--- config.mk ---
export PLATFORM = sky130hd
export DESIGN_NAME = sr_latch_inercial_n
export DESIGN_NICKNAME = d
export VERILOG_FILES = /design/src/rtl/sr_latch_inercial_n.sv
export SDC_FILE = /design/constraint.sdc
export NUM_CORES = 1
export LEC_CHECK = 0
export ABC_AREA = 1
export CORE_MARGIN = 2
export CORE_UTILIZATION = 35
export CTS_CLUSTER_SIZE = 40
export DETAILED_ROUTE_END_ITERATION = 7
export GPL_ROUTABILITY_DRIVEN = 0
export PLACE_DENSITY = 0.6
export SYNTH_ARGS = -nofsm -noshare
export SYNTH_HDL_FRONTEND = slang
export SYNTH_SLANG_ARGS = --single-unit
--- constraint.sdc ---
create_clock -name clk -period 0.8 [get_ports clk]
set_input_delay 0.2 -clock clk [delete_from_list [all_inputs] [get_ports clk]]
set_output_delay 0.2 -clock clk [all_outputs]
set_load 0.02 [all_outputs]
--- src/rtl/sr_latch_inercial_n.sv ---
// rtl/sr_latch_inercial_n.sv - multi-channel clocked SR latch with per-input inertial filter
//
// sr_inertial_filt
//   Passes a raw level only after it has been sampled identically on FILT
//   consecutive rising edges; shorter pulses are swallowed and flagged.
//   clk       in   rising-edge clock
//   reset_L   in   asynchronous active-low reset
//   i_raw     in   raw input bit
//   o_f       out  filtered level
//   o_glitch  out  one-cycle pulse: a shorter-than-FILT pulse was swallowed
//
// sr_latch_inercial_n
//   CH independent channels; each channel's s/r pair is de-glitched by two
//   sr_inertial_filt instances and then drives a registered SR state whose
//   S=R=1 resolution is selected by MODE (0 reset-dominant, 1 set-dominant,
//   2 hold, 3 forbidden/NOR emulation with sticky err).
//   clk       in   rising-edge clock
//   reset_L   in   asynchronous active-low reset
//   s         in   [CH] raw set requests
//   r         in   [CH] raw reset requests
//   clr_err   in   synchronous clear of all err bits
//   q         out  [CH] latch state
//   qb        out  [CH] complement of q (both 0 in the MODE 3 forbidden state)
//   glitch    out  [CH] swallowed-pulse indication, OR of s and r filters
//   err       out  [CH] sticky forbidden-state flag (MODE 3 only)

module sr_inertial_filt #(
  parameter int FILT = 3
) (
  input  logic clk,
  input  logic reset_L,
  input  logic i_raw,
  output logic o_f,
  output logic o_glitch
);

  localparam int CW = $clog2(FILT + 1);
  localparam logic [CW-1:0] CMAX = CW'(FILT - 1);

  logic          r_f;
  logic [CW-1:0] r_cnt;
  logic          r_glitch;

  always_ff @(posedge clk or negedge reset_L) begin
    if (!reset_L) begin
      r_f      <= 1'b0;
      r_cnt    <= '0;
      r_glitch <= 1'b0;
    end else begin
      r_glitch <= 1'b0;
      if (i_raw == r_f) begin
        // A nonzero count here means the raw input went back before the
        // filter committed: that pulse was swallowed.
        r_cnt    <= '0;
        r_glitch <= (r_cnt != '0);
      end else if (r_cnt == CMAX) begin
        r_f   <= i_raw;
        r_cnt <= '0;
      end else begin
        r_cnt <= r_cnt + CW'(1);
      end
    end
  end

  assign o_f      = r_f;
  assign o_glitch = r_glitch;

endmodule

module sr_latch_inercial_n #(
  parameter int CH   = 4,
  parameter int FILT = 3,
  parameter int MODE = 0
) (
  input  logic          clk,
  input  logic          reset_L,
  input  logic [CH-1:0] s,
  input  logic [CH-1:0] r,
  input  logic          clr_err,
  output logic [CH-1:0] q,
  output logic [CH-1:0] qb,
  output logic [CH-1:0] glitch,
  output logic [CH-1:0] err
);

  logic [CH-1:0] w_s_f;
  logic [CH-1:0] w_r_f;
  logic [CH-1:0] w_glitch_s;
  logic [CH-1:0] w_glitch_r;

  logic [CH-1:0] r_q;
  logic [CH-1:0] r_qb;
  logic [CH-1:0] r_err;

  logic [CH-1:0] w_q_nxt;
  logic [CH-1:0] w_qb_nxt;
  logic [CH-1:0] w_err_nxt;

  for (genvar gi = 0; gi < CH; gi++) begin : g_ch
    sr_inertial_filt #(.FILT(FILT)) u_filt_s (
      .clk      (clk),
      .reset_L  (reset_L),
      .i_raw    (s[gi]),
      .o_f      (w_s_f[gi]),
      .o_glitch (w_glitch_s[gi])
    );

    sr_inertial_filt #(.FILT(FILT)) u_filt_r (
      .clk      (clk),
      .reset_L  (reset_L),
      .i_raw    (r[gi]),
      .o_f      (w_r_f[gi]),
      .o_glitch (w_glitch_r[gi])
    );
  end

  always_comb begin
    w_q_nxt   = r_q;
    w_qb_nxt  = r_qb;
    w_err_nxt = r_err;
    for (int i = 0; i < CH; i++) begin
      unique case ({w_s_f[i], w_r_f[i]})
        2'b10: begin
          w_q_nxt[i]  = 1'b1;
          w_qb_nxt[i] = 1'b0;
        end
        2'b01: begin
          w_q_nxt[i]  = 1'b0;
          w_qb_nxt[i] = 1'b1;
        end
        2'b11: begin
          if (MODE == 0) begin
            w_q_nxt[i]  = 1'b0;
            w_qb_nxt[i] = 1'b1;
          end else if (MODE == 1) begin
            w_q_nxt[i]  = 1'b1;
            w_qb_nxt[i] = 1'b0;
          end else if (MODE == 3) begin
            w_q_nxt[i]  = 1'b0;
            w_qb_nxt[i] = 1'b0;
          end
        end
        default: begin
          // Releasing both inputs together from the forbidden state would
          // make a real NOR latch oscillate; resolve to reset instead.
          if (!r_q[i] && !r_qb[i]) begin
            w_qb_nxt[i] = 1'b1;
          end
        end
      endcase

      // Setting wins over clearing when the forbidden pair is still present.
      if ((MODE == 3) && w_s_f[i] && w_r_f[i]) begin
        w_err_nxt[i] = 1'b1;
      end else if (clr_err) begin
        w_err_nxt[i] = 1'b0;
      end
    end
  end

  always_ff @(posedge clk or negedge reset_L) begin
    if (!reset_L) begin
      r_q   <= '0;
      r_qb  <= '1;
      r_err <= '0;
    end else begin
      r_q   <= w_q_nxt;
      r_qb  <= w_qb_nxt;
      r_err <= w_err_nxt;
    end
  end

  assign q      = r_q;
  assign qb     = r_qb;
  assign err    = r_err;
  assign glitch = w_glitch_s | w_glitch_r;

endmodule

==> job_summary.md, run 1 <==
### Yosys + OpenROAD results

| Metric | Value |
|---|---|
| Clock sink total | roughly 40 |
| Layer with the highest usage | met2 |
| Critical path launch point type | flip-flop |
| Most frequent logic cell in the layout | nand2_1 |
| Clock-cell share | around 4.8% |
| CP max stage cell | dfrtp_1 |
| Mux area share | 0% |
| Comb area share | between 20% and 30% |
| Die height | about 74 µm |
| Hold Path Depth | 4 |
| Post-synth EDFFs | 0 |
| Largest logic family | simple AND/OR/NAND/NOR gates |
| H-tree Lvls | 2 |
| Levels on crit path | 2 |
| Hold_ws | 246.4 ps |
| Share of cells above drive strength 1 | between 30% and 40% |
| Final hold vios | 0 |
| Peak VDD IR | roughly 1.5 mV |
| Met3 Wirelength | ~140 µm |
| Final worst slack | -426.1 ps |
| Reg2reg start | g_ch[3].u_filt_r.o_f |
| Pin count of the biggest net entering global routing | 41 |
| Worst Hold Launch | r[0] |
| P per Cell Area | between 4000 and 5000 mW/mm² |
| Setup violations, final | 12 |
| Max-slew violations | 0 |
| Final Power | about 9.4 mW |
| Fp util | a little over a third |
| Via/cell ratio | a little over 4 |
| Die area | 0.005489 mm² |
| Top-level port count | 27 |
| Worst Skew | between 6 and 7 ps |
| DRT antenna net count | 0 |
| Flop count | about 40 |
| Cell breakdown of the critical path | or2_4, buf_6 |
| Buffers added on ports | 21 |
| Seq/Total Area, Yosys | between 50% and 60% |
| Non-Clock Buffer Count | 31 |
| Placement Cell Area | about 0.0020 mm² |
| Inverters | between 40 and 50 |
| Worst r2r path cells | 4 |
| Cell area after synthesis | around 0.0017 mm² |
| Total congestion overflow | 0 |
| HPWL Detailed | around 1800 µm |
| Fin nets | 256 |
| Die x size | 74.09 µm |
| Max-capacitance violation count | 0 |
| PostCTS Resize Cnt | 73 |
| Number of CTS-inserted buffers | 5 |
| Antenna diodes | 0 |
| Final cell count without fillers | 313 |
| Worst path bufs/invs | 1 |
| Clock Latency Late Sink | around 300 ps |
| Hold/Removal Path Class | in -> reg |
| Largest area contributor in the netlist | dfrtp_1 |
| Library cells used by synthesis | 14 |
| Critical path startpoint | g_ch[0].u_filt_r.o_glitch |
| CTS tree | yes |
| Pre-CTS setup slack | -512.8 ps |
| Status | finished, violations left |
| First-pass GRT wire length | around 4600 µm |
| Initial antenna violation count | 0 |
| Unrepaired setup endpoints after global routing | true |
| Worst reg2reg setup slack | 0 ps |
| Tap cells | between 60 and 70 |
| Root buffer cell | clkbuf_8 |
| Tcrit/Tclk final | 153.3% |
| Failing checks | setup timing |
[run 1: power breakdown]
group | leakage (nW) | switching (mW) | internal [mW] | total [mW]
Sequential | 0.494 | 0.662 | 2.96 | 3.62
Combinational | 0.662 | 2.12 | 1.97 | 4.09
Clock | 0.0541 | 0.719 | 0.923 | 1.64
[run 1: tightest hold or removal path: stages]
cell and delay, ps:
dlymetal6s2s_1 110, inv_1 70, nand2_2 80, a21oi_2 50
[run 1: flip-flops by register name, summed over array words and instances, names as in the netlist]
register / flops
g_ch.u_filt_r.r_cnt: 8
g_ch.u_filt_s.r_cnt: 8
g_ch.u_filt_r.o_f: 4
g_ch.u_filt_r.o_glitch: 4
g_ch.u_filt_s.o_f: 4
g_ch.u_filt_s.o_glitch: 4
q: 4
qb: 4
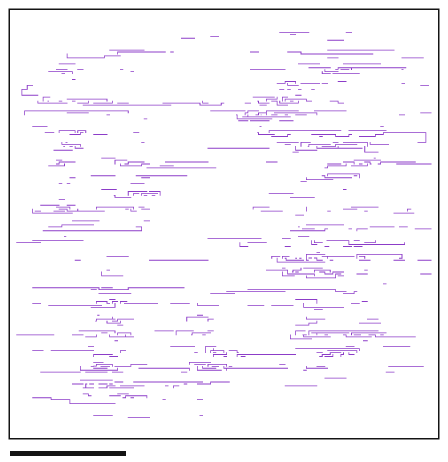
*Met1 routing, run 1*
Bar = 20 µm.
wire length on this layer	1370 µm
nets with wire on the layer	233
share of all routed wire	49%
main direction	horizontal
longest straight run	17.9 µm
via count: 1259
final wirelength: 2802 µm

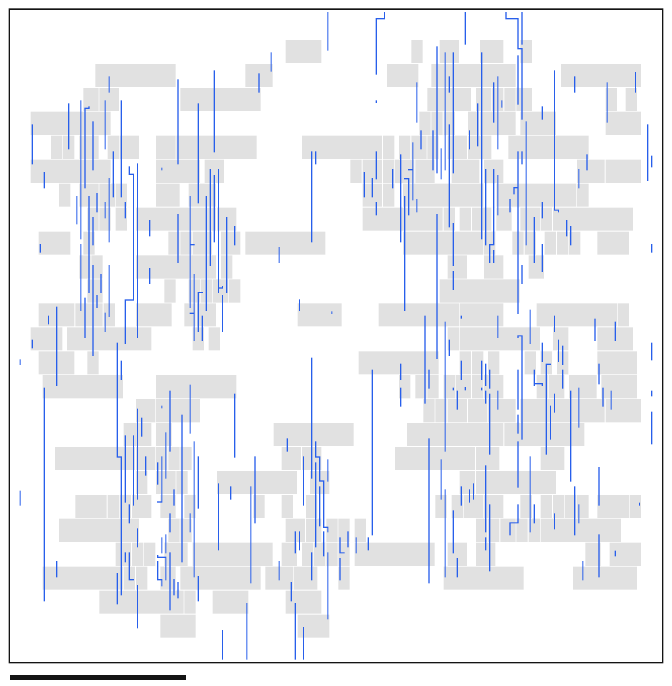
*Met2 routing, run 1*
Bar = 20 µm. Cells faint in the background.
longest straight run	24.1 µm
main direction	vertical
nets with wire on the layer	194
share of all routed wire	45%
routing usage on met2: 16.77%

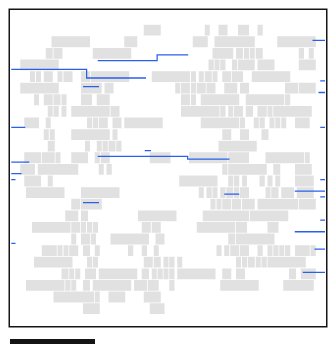
*The metal 3 layer, run 1*
Bar = 20 µm. Cells faint in the background.
main direction	horizontal
longest straight run	20.9 µm
GRT met3 Usage: 5.285%

--- run 2 (diff from run 1) ---
Settings changed: CTS_CLUSTER_DIAMETER set to 30.
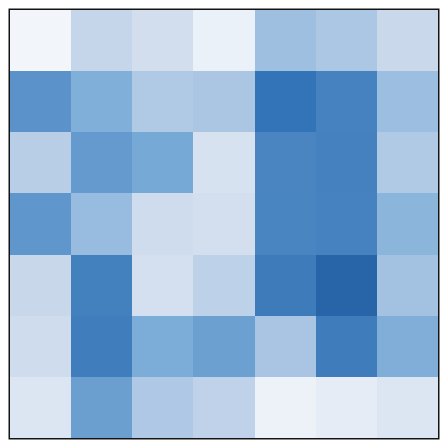
*Cell area per tile, run 2*
7 x 7 tiles, from white (low) to dark blue (high), 0 to 100% covered.
tiles over 75% full	2.0%
mean over tiles	41%
fullest tile	79%
densest ninth of the die	middle right
CORE AREA: 0.004723 mm²
final core occ: 48.85%

==> job_summary.md, run 2 <==
### Yosys + OpenROAD results

| Metric | Value |
|---|---|
| Hold_ws | 246.4 ps (unchanged) |
| HPWL Detailed | 1848 µm (unchanged) |
| Die x size | 74.09 µm (unchanged) |
| Worst r2r path cells | 4 (unchanged) |
| Hold/Removal Path Class | in -> reg (unchanged) |
| Highest-power group | combinational cells (unchanged) |
| Inverters | 47 (unchanged) |
| Die area | 0.005489 mm² (unchanged) |
| Cell breakdown of the critical path | or2_4, buf_6 (unchanged) |
| P_clk | 1.64 mW (about the same) |
| Combinational Area | 609.3 µm² (unchanged) |
| Switching part of the total | 37.45% (unchanged) |
| Mux area share | 0% (unchanged) |
| Setup violations, final | 12 (unchanged) |
| Non-Clock Buffer Count | 31 (unchanged) |
| Failing checks | setup timing (unchanged) |
| Top cell type's share of synthesized area | 52.40% (unchanged) |
| Final hold vios | 0 (unchanged) |
| Antenna diodes | 0 (unchanged) |
| Post-synth EDFFs | 0 (unchanged) |
| Critical path launch point type | flip-flop (unchanged) |
| Largest area contributor in the netlist | dfrtp_1 (unchanged) |
| Worst-path clk slew | 80 ps (about the same) |
| Top-level port count | 27 (unchanged) |
| Final wirelength | 2802 µm (unchanged) |
| Clock network fraction of design power | 17.5% (about the same) |
| Power Internal | 5.853 mW (unchanged) |
| Sw power | 3.504 mW (unchanged) |
| Clock sink total | 40 (unchanged) |
| Status | finished, violations left (unchanged) |
| Wl on met1 | 1366 µm (unchanged) |
| Final Power | 9.357 mW (unchanged) |
| Fp util | 36.40% (unchanged) |
| Max-slew violations | 0 (unchanged) |
| Reg2reg start | g_ch[3].u_filt_r.o_f (unchanged) |
| Total congestion overflow | 0 (unchanged) |
| P per Cell Area | 4056 mW/mm² (unchanged) |
| Cell area after synthesis | 0.001719 mm² (unchanged) |
| Initial antenna violation count | 0 (unchanged) |
| Worst reg2reg setup slack | 0 ps (about the same) |
| Met3 Wirelength | 136 µm (unchanged) |
| Tmin final | 1226 ps (unchanged) |
| Worst Skew | 6.310 ps (unchanged) |
| Worst Hold Launch | r[0] (unchanged) |
| Library cells used by synthesis | 14 (unchanged) |
| Comb area share | 26.41% (unchanged) |
| CTS tree | yes (unchanged) |
| Peak VDD IR | 1.522 mV (unchanged) |
| Root buffer cell | clkbuf_8 (unchanged) |
| Worst path bufs/invs | 1 (unchanged) |
| YS chip area | 0.001719 mm² (unchanged) |
| Clock-cell share | 4.826% (unchanged) |
| DRT antenna net count | 0 (unchanged) |
| Tap cells | 67 (unchanged) |
| Seq. pwr | 3.62 mW (about the same) |
| Final worst slack | -426.1 ps (unchanged) |
| Flop count | 40 (unchanged) |
| Regs by FF count | g_ch.u_filt_r.r_cnt (8), g_ch.u_filt_s.r_cnt (8) (unchanged) |
| First-pass GRT wire length | 4643 µm (unchanged) |
| Pin count of the biggest net entering global routing | 41 (unchanged) |
| H-tree Lvls | 2 (unchanged) |
| Most frequent logic cell in the layout | nand2_1 (unchanged) |
| Critical path startpoint | g_ch[0].u_filt_r.o_glitch (unchanged) |
| Sequential power share | 38.7% (about the same) |
| Hold Path Depth | 4 (unchanged) |
| Buffers added on ports | 21 (unchanged) |
| Clock Latency Late Sink | 300 ps (about the same) |
| Unrepaired setup endpoints after global routing | true (unchanged) |
| CP max stage cell | dfrtp_1 (unchanged) |
| Number of CTS-inserted buffers | 5 (unchanged) |
| Fin nets | 256 (unchanged) |
| Share of cells above drive strength 1 | 36.99% (unchanged) |
| Via count | 1259 (unchanged) |
| PostCTS Resize Cnt | 73 (unchanged) |
| Via/cell ratio | 4.022 (unchanged) |
| Avg Inst Size Synth | 8.265 µm² (unchanged) |
| Comb power frac | 43.7% (about the same) |
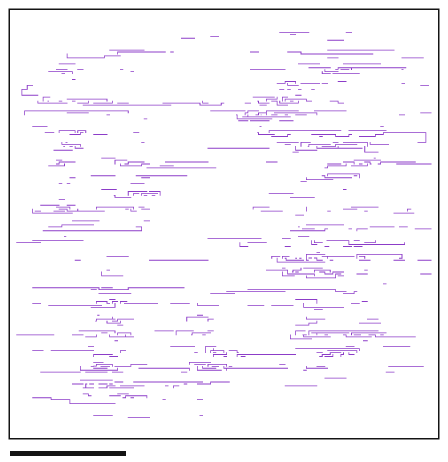
*Met1 routing, run 2*
Bar = 20 µm.
nets with wire on the layer	233
longest straight run	17.9 µm
share of all routed wire	49%
main direction	horizontal
met1 usage: 14.72%

==> run 2: cell counts in the layout (fill, tap and decap cells not counted) <==
Identical to the previous run, type by type.
==> run 2: through the flow <==
stage                     worst slack (ps)  cells  cell area (µm²)  utilization, %
after floorplan                     -5.700    211             1740               -
after global placement              -501.6    300             2049           43.39
after detailed placement            -512.8    300             2049           43.39
after CTS                           -447.7    310             2193           46.44
after global routing                -472.8    313             2307           48.85
final                               -426.1    313             2307           48.85
==> run 2: per-layer routing <==
layer | vias to the layer above | GRT usage [%]
li1 | 672 | -
met1 | 556 | 14.72
met2 | 25 | 16.77
met3 | 6 | 5.285
met4 | 0 | 4.848
met5 | - | 0
--- run 3 (diff from run 2) ---
Settings changed: SETUP_SLACK_MARGIN set to 0.2.
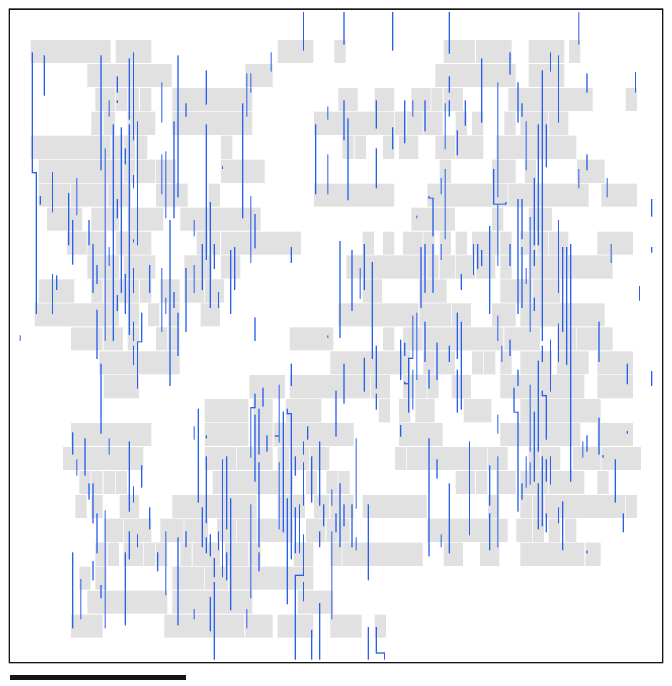
*Met2 routing, run 3*
Bar = 20 µm. Cells faint in the background.
nets with wire on the layer	224
main direction	vertical

==> job_summary.md, run 3 <==
### Yosys + OpenROAD results

| Metric | Value |
|---|---|
| Sw power | 3.926 mW (was 3.504 mW) |
| Flop area | 0.001012 mm² (was 0.001006 mm²) |
| Failing checks | hold timing, setup timing (was setup timing) |
| Total track usage | 12.46% (was 11.47%) |
| Asr flop ratio synth | 100.0% (unchanged) |
| Placed Cells | 300 (unchanged) |
| Post-Synthesis Cells | 208 (unchanged) |
| Setup violations, final | 23 (was 12) |
| Worst-path clk slew | 70 ps (was 80 ps) |
| DRT antenna net count | 0 (unchanged) |
| Root buffer cell | clkbuf_8 (unchanged) |
| Vias in the first global route | 1263 (was 1097) |
| Die height | 74.09 µm (unchanged) |
| Routing usage on met2 | 19.94% (was 16.77%) |
| TritonRoute pass-1 iters | 2 (was 4) |
| Final hold vios | 17 (was 0) |
| Critical path class | reg -> out (unchanged) |
| Pre-CTS setup slack | -504.1 ps (was -512.8 ps) |
| Avg Inst Size Synth | 8.265 µm² (unchanged) |
| Cell area after synthesis | 0.001719 mm² (unchanged) |
| FILL cells | 444 (was 450) |
| Die x size | 74.09 µm (unchanged) |
| Layer with the highest usage | met2 (unchanged) |
| Switching part of the total | 38.53% (was 37.45%) |
| Metal2 WL | 1500 µm (was 1248 µm) |
| Buffers added on ports | 21 (unchanged) |
| Fin nets | 267 (was 256) |
| Most frequent logic cell in the layout | nand2_1 (unchanged) |
| Cell row count | 25 (unchanged) |
| Post-synth EDFFs | 0 (unchanged) |
| Crit Reg-Reg Endpoint | qb[0] (was g_ch[3].u_filt_r.r_cnt[0]) |
| Regs by FF count | g_ch.u_filt_r.r_cnt (8), g_ch.u_filt_s.r_cnt (8) (unchanged) |
| First-pass GRT wire length | 5161 µm (was 4643 µm) |
| CTS tree | yes (unchanged) |
| Yosys stat cell total | 208 (unchanged) |
| Largest area contributor in the netlist | dfrtp_1 (unchanged) |
| Final wirelength | 3151 µm (was 2802 µm) |
| CP max FO | 1 (unchanged) |
| Initial antenna violation count | 0 (unchanged) |
| CORE AREA | 0.004723 mm² (unchanged) |
| PostCTS Resize Cnt | 111 (was 73) |
| Top cells, area | dfrtp_1, nand2_1, inv_1 (unchanged) |
| Clk buf depth | 2 (unchanged) |
| Status | finished, violations left (unchanged) |
| Antenna diodes | 0 (unchanged) |
| Synth-to-layout area growth | 47.60% (was 34.21%) |
| Combinational Area | 718.2 µm² (was 609.3 µm²) |
| Clock sink total | 40 (unchanged) |
| Library cells used by synthesis | 14 (unchanged) |
| H-tree Lvls | 2 (unchanged) |
| Commonest cells post-synth | nand2_1, inv_1, dfrtp_1, nor2_1 (unchanged) |
| Via count | 1358 (was 1259) |
| Fmax | 0.8207 GHz (was 0.8156 GHz) |
| Unrepaired setup endpoints after global routing | true (unchanged) |
| Total congestion overflow | 0 (unchanged) |
| Seq cells post-synth | 40 (unchanged) |
| Top-level port count | 27 (unchanged) |
| Count of tool warnings | 32 (was 30) |
| Clock Latency Late Sink | 290 ps (was 300 ps) |
| Peak VDD IR | 1.433 mV (was 1.522 mV) |
| CP Capture Point | glitch[2] (was glitch[0]) |
| Compound Share, Synth | 3.493% (unchanged) |
| Share of cells above drive strength 1 | 55.25% (was 36.99%) |
| Critical path startpoint | g_ch[2].u_filt_s.o_glitch (was g_ch[0].u_filt_r.o_glitch) |
| Count leader, synth | nand2_1 (unchanged) |
| Pin count of the biggest net entering global routing | 21 (was 41) |
| AND/OR/NAND/NOR Cells, Area Fraction | 25.76% (unchanged) |
| Initial drt markers | 21 (was 67) |
| Crit path arrival time | 1020 ps (was 1030 ps) |
| Met1 usage | 15.03% (was 14.72%) |
| Via/cell ratio | 4.191 (was 4.022) |
| Die area | 0.005489 mm² (unchanged) |
| Final core occ | 53.72% (was 48.85%) |
| Worst reg2reg setup slack | -140 ps (was 0 ps) |
| Final cell count without fillers | 324 (was 313) |
| DRC Markers | 0 (unchanged) |
| Number of CTS-inserted buffers | 5 (unchanged) |
| Tcrit/Tclk final | 152.3% (was 153.3%) |
| HPWL Detailed | 2022 µm (was 1848 µm) |
| Worst Skew | 3.071 ps (was 6.310 ps) |
| Worst Setup End Kind | primary output (unchanged) |
| GRT met3 Usage | 4.743% (was 5.285%) |
| Commonest flop | dfrtp_1 (unchanged) |
| P per Cell Area | 4015 mW/mm² (was 4056 mW/mm²) |
| Leak | 1.280 nW (was 1.210 nW) |
| Setup TNS | -4395 ps (was -3959 ps) |
| Most numerous logic cells after layout | nand2_1, dfrtp_1, nand2_2 (was nand2_1, dfrtp_1, inv_1) |
| YS chip area | 0.001719 mm² (unchanged) |
| Hold_ws | -233.3 ps (was 246.4 ps) |
| Seq/Total Area, Yosys | 58.52% (unchanged) |
| Xor/xnor share | 0% (unchanged) |
| Sequential power share | 36.3% (was 38.7%) |
| Hold/Removal Path Class | in -> async (was in -> reg) |
| Power Internal | 6.262 mW (was 5.853 mW) |
| Adders+Majority by Area | 0% (unchanged) |
| Fp util | 36.40% (unchanged) |
| Top cell type's share of synthesized area | 52.40% (unchanged) |
| Reg2reg start | q[0] (was g_ch[3].u_filt_r.o_f) |
| Wl on met1 | 1439 µm (was 1366 µm) |
| Post-CTS setup buffers | 6 (was 1) |
| Worst r2r path cells | 6 (was 4) |
| Comb power frac | 50.4% (was 43.7%) |
| Tmin final | 1218 ps (was 1226 ps) |
| Worst EP required | 600 ps (about the same) |
| Yosys warning tally | 0 (unchanged) |
| Final Power | 10.19 mW (was 9.357 mW) |
| Critical path launch point type | flip-flop (unchanged) |
| Met3 Wirelength | 143 µm (was 136 µm) |
| Mux area share | 0% (unchanged) |
| Max-slew violations | 0 (unchanged) |
| Placement Cell Area | 0.002097 mm² (was 0.002049 mm²) |
| Wire per inst | 9.725 µm (was 8.952 µm) |
| Largest logic family | simple AND/OR/NAND/NOR gates (unchanged) |
| Max-capacitance violation count | 0 (unchanged) |
| Final worst slack | -418.4 ps (was -426.1 ps) |
| Top layer in use | met4 (unchanged) |
| Clock network fraction of design power | 13.3% (was 17.5%) |
| Final instance area | 0.002537 mm² (was 0.002307 mm²) |
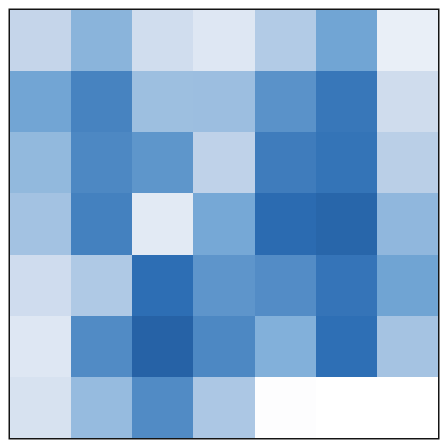
*Cell area per tile, run 3*
7 x 7 tiles, from white (low) to dark blue (high), 0 to 100% covered.
nearly empty tiles	6.1%
fullest tile	80%
densest ninth of the die	middle right
tiles over 75% full	8.2%
mean over tiles	45%

[run 3: cell counts after synthesis]
No cell type changed its count.
[run 3: cell type report]
type | count | share of cell area [%]
Tap cell | 67 | 3.304
Multi-Input combinational cell | 120 | 28.30
Timing Repair Buffer | 42 | 17.60
Sequential cell | 40 | 39.89
Clock buffer | 8 | 3.550
Inverter | 47 | 7.347
[run 3: power groups by stage]
stage / clock (mW) / combinational [mW] / sequential, mW
finish: 1.35 / 5.13 / 3.70
global route: 1.49 / 5.70 / 3.82
CTS: 1.43 / 4.29 / 3.66
detailed placement: 0 / 3.62 / 3.55
global placement: 0 / 3.60 / 3.52
floorplan: 0 / 2.33 / 3.66
[run 3: critical path, stage by stage, from the launching register on]
cell     delay (ps)
dfrtp_1         360
or2_4           240
buf_6           130
Power and IR drop assume default switching activity.
